**src/rtl/demorgan_sweep.sv**
```systemverilog
// Exhaustive De Morgan self-check: walks every (a,b) pair, registers both law forms, counts mismatches.
// Results 1 cycle after each vector; no backpressure. Optional DEMORGAN_FAULT_INJECT_EN adds fault_mask.
module demorgan_sweep #(
  parameter int WIDTH = 2
) (
  input  logic               clk,
  input  logic               reset,
  input  logic               start,
`ifdef DEMORGAN_FAULT_INJECT_EN
  input  logic [WIDTH-1:0]   fault_mask,
`endif
  output logic               busy,
  output logic               done,
  output logic [WIDTH-1:0]   a,
  output logic [WIDTH-1:0]   b,
  output logic [WIDTH-1:0]   nAandB,
  output logic [WIDTH-1:0]   nAorB,
  output logic [WIDTH-1:0]   nAornB,
  output logic [WIDTH-1:0]   nAandnB,
  output logic [2*WIDTH:0]   mismatch_count,
  output logic               fail_valid,
  output logic [WIDTH-1:0]   fail_a,
  output logic [WIDTH-1:0]   fail_b
);

  localparam int IW = 2 * WIDTH;
  localparam logic [IW-1:0] LAST_INDEX = '1;

  typedef enum logic [1:0] {
    IDLE  = 2'd0,
    SWEEP = 2'd1,
    DRAIN = 2'd2,
    DONE  = 2'd3
  } state_t;

  state_t          state;
  state_t          state_nxt;
  logic [IW-1:0]   index;
  logic            s1_vld;
  logic [WIDTH-1:0] s1_a;
  logic [WIDTH-1:0] s1_b;
  logic [WIDTH-1:0] nornb_d;
  logic            vec_fail;

  assign a = index[IW-1:WIDTH];
  assign b = index[WIDTH-1:0];

`ifdef DEMORGAN_FAULT_INJECT_EN
  assign nornb_d = ((~a) | (~b)) ^ fault_mask;
`else
  assign nornb_d = (~a) | (~b);
`endif

  // Stage 2: both law pairs must agree bit-for-bit for the vector held in stage 1.
  assign vec_fail = (nAornB != nAandB) || (nAandnB != nAorB);

  always_ff @(posedge clk) begin
    if (reset) begin
      state <= IDLE;
    end else begin
      state <= state_nxt;
    end
  end

  always_comb begin
    state_nxt = state;
    busy      = 1'b0;
    done      = 1'b0;
    case (state)
      IDLE: begin
        if (start) begin
          state_nxt = SWEEP;
        end
      end
      SWEEP: begin
        busy = 1'b1;
        if (index == LAST_INDEX) begin
          state_nxt = DRAIN;
        end
      end
      DRAIN: begin
        busy      = 1'b1;
        state_nxt = DONE;
      end
      DONE: begin
        done      = 1'b1;
        state_nxt = IDLE;
      end
      default: begin
        state_nxt = IDLE;
      end
    endcase
  end

  always_ff @(posedge clk) begin
    if (reset) begin
      index          <= '0;
      s1_vld         <= 1'b0;
      s1_a           <= '0;
      s1_b           <= '0;
      nAandB         <= '0;
      nAorB          <= '0;
      nAornB         <= '0;
      nAandnB        <= '0;
      mismatch_count <= '0;
      fail_valid     <= 1'b0;
      fail_a         <= '0;
      fail_b         <= '0;
    end else begin
      if (state == IDLE && start) begin
        index          <= '0;
        mismatch_count <= '0;
        fail_valid     <= 1'b0;
        fail_a         <= '0;
        fail_b         <= '0;
      end else begin
        // The last vector stays applied so a/b read back the final operands afterwards.
        if (state == SWEEP && index != LAST_INDEX) begin
          index <= index + 1'b1;
        end
        if (s1_vld && vec_fail) begin
          mismatch_count <= mismatch_count + 1'b1;
          if (!fail_valid) begin
            fail_valid <= 1'b1;
            fail_a     <= s1_a;
            fail_b     <= s1_b;
          end
        end
      end

      // Stage 1 only tracks vectors actually applied during the sweep.
      s1_vld <= (state == SWEEP);
      if (state == SWEEP) begin
        s1_a    <= a;
        s1_b    <= b;
        nAandB  <= ~(a & b);
        nAorB   <= ~(a | b);
        nAornB  <= nornb_d;
        nAandnB <= (~a) & (~b);
      end
    end
  end

endmodule

```
**config.mk**
```make
export PLATFORM = sky130hd
export DESIGN_NAME = demorgan_sweep
export DESIGN_NICKNAME = d
export VERILOG_FILES = /design/src/rtl/demorgan_sweep.sv
export SDC_FILE = /design/constraint.sdc
export NUM_CORES = 1
export LEC_CHECK = 0
export CAP_MARGIN = 20
export CORE_UTILIZATION = 39
export CTS_CLUSTER_SIZE = 10
export DETAILED_ROUTE_END_ITERATION = 10
export PLACE_DENSITY = 0.72
export SLEW_MARGIN = 20
export SYNTH_ARGS = -nofsm -noshare
export SYNTH_HDL_FRONTEND = slang
export SYNTH_SLANG_ARGS = --single-unit
export TNS_END_PERCENT = 1
```
**constraint.sdc**
```tcl
create_clock -name clk -period 1.2 [get_ports clk]
set_input_delay 0.24 -clock clk [delete_from_list [all_inputs] [get_ports clk]]
set_output_delay 0.24 -clock clk [all_outputs]
set_load 0.05 [all_outputs]
```
Pin placement:
Scale: 8 px per um. Pins as bars across the die edge, other pins in grey.
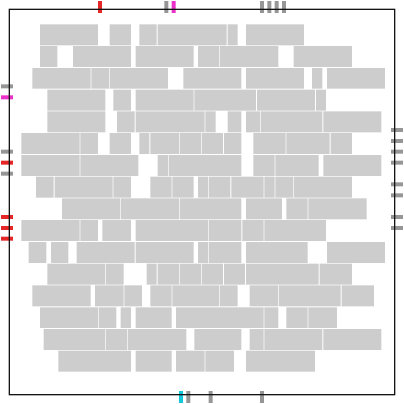
legend:
  `fail_a`:
    colour: magenta
    pins: 2
    direction: output
    edge: 1 top, 1 left
  `mismatch_count`:
    colour: red
    pins: 5
    direction: output
    edge: 4 left, 1 top
  `reset`:
    colour: cyan
    pins: 1
    direction: input
    edge: bottom
all pins by edge: 8 right, 8 left, 7 top, 4 bottom
port bufs: 26
Die X: 48.0 um
die outline height: 48.0 um

Clock wires, drivers and flops:
Scale: 10 px per um.
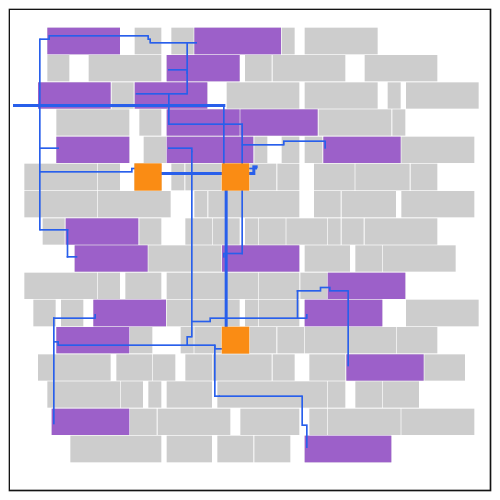
legend:
  clock drivers:
    colour: orange
    count: 3
  flip-flops:
    colour: purple
    count: 20
  clock wires:
    colour: blue
    length: 268 um
routed clock nets: 4
Clk Latency, worst-skew pair: 0.31 ns
clk_skew: 0.00344 ns

Wiring by layer:
Scale: 6 px per um. Two of the layers only.
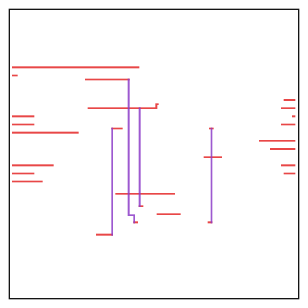
legend:
  metal 4:
    colour: purple
    wire_length: 74.4 um
  metal 3:
    colour: red
    wire_length: 114 um
vias after detailed routing: 754
final routed wirelength across all metal layers: 2320 um

==> job_summary.md <==
## Implementation flow summary

| Metric | Value |
|---|---|
| Endpoint of the most critical register-to-register path | `state[0]` |
| Depth of the worst hold-timing path | `1` |
| Syn Std Cell Area | `825 um2` |
| Post-layout period usage of the worst path | `1.16` |
| Power dissipated in sequential cells | `between 0.9 and 1 mW` |
| Startpoint of the worst setup timing path | `state[0]` |
| Levels on crit path | `3` |
| Cell count after placement | `140` |
| Number of max-capacitance violations reported | `0` |
| First-pass GRT wire length | `3260 um` |
| Number of design-rule violations left by the first detailed-router iteration | `4` |
| Period minus WS final | `1.40 ns` |
| Critical Path Fanout Max | `3` |
| Status | `complete, but fails checks` |
| Taps Inserted | `27` |
| Final setup viols | `8` |
| Root Buffer | `sky130_fd_sc_hd__clkbuf_4` |
| Post-synthesis average cell area | `slightly above 10 um2` |
| Final non-filler cell total | `148` |
| Final setup TNS | `-0.620 ns` |
| Biggest cell delay along the critical path | `roughly 0.40 ns` |
| Cells in synth_stat.txt | `82` |
| Maximum number of pins on one net before global-route repair | `15` |
| Clock network contribution to total cell area | `0.0322` |
| Placer Congestion | `0.780` |
| Top area cells in the synthesized netlist | `sky130_fd_sc_hd__dfxtp_1, sky130_fd_sc_hd__ha_1, sky130_fd_sc_hd__and2_1` |
| Fraction of power spent switching nets | `0.392` |
| Relative contribution of sequential cells to total power | `0.255` |
| Worst setup slack after layout | `-0.195 ns` |
| Violations in the final reports | `negative setup slack` |
| Cell variety after synth | `24` |
| Flip-flops with a built-in enable | `0` |
| Endpoint of the worst hold path | `mismatch_count[0]` |
| Max-Slew Margin vs Limit | `0.811` |
| Clock group share of total power | `0.159` |
| Sequential share of cell area | `0.257` |
| # nets final | `131` |
==> cells by family after synthesis <==
kind of cell	share of synthesized area
AOI/OAI and AO/OA	0.0971
adders and majority gates	0.0910
buffers and inverters	0.0789
DFF	0.486
muxes	0.0364
and+or+nand+nor	0.211
==> metal layers <==
layer  share of wire  GRT usage
met1            0.38      0.267
met2            0.54      0.362
met3           0.049     0.0642
met4           0.032     0.0667
met5               0          0
==> flip-flops by register name, indices dropped and copies added (netlist names) <==
register	count
index	4
fail_b	2
nAorB	2
state	2
nAandB	2
fail_valid	1
mismatch_count	5
fail_a	2
Power and IR drop assume default switching activity.
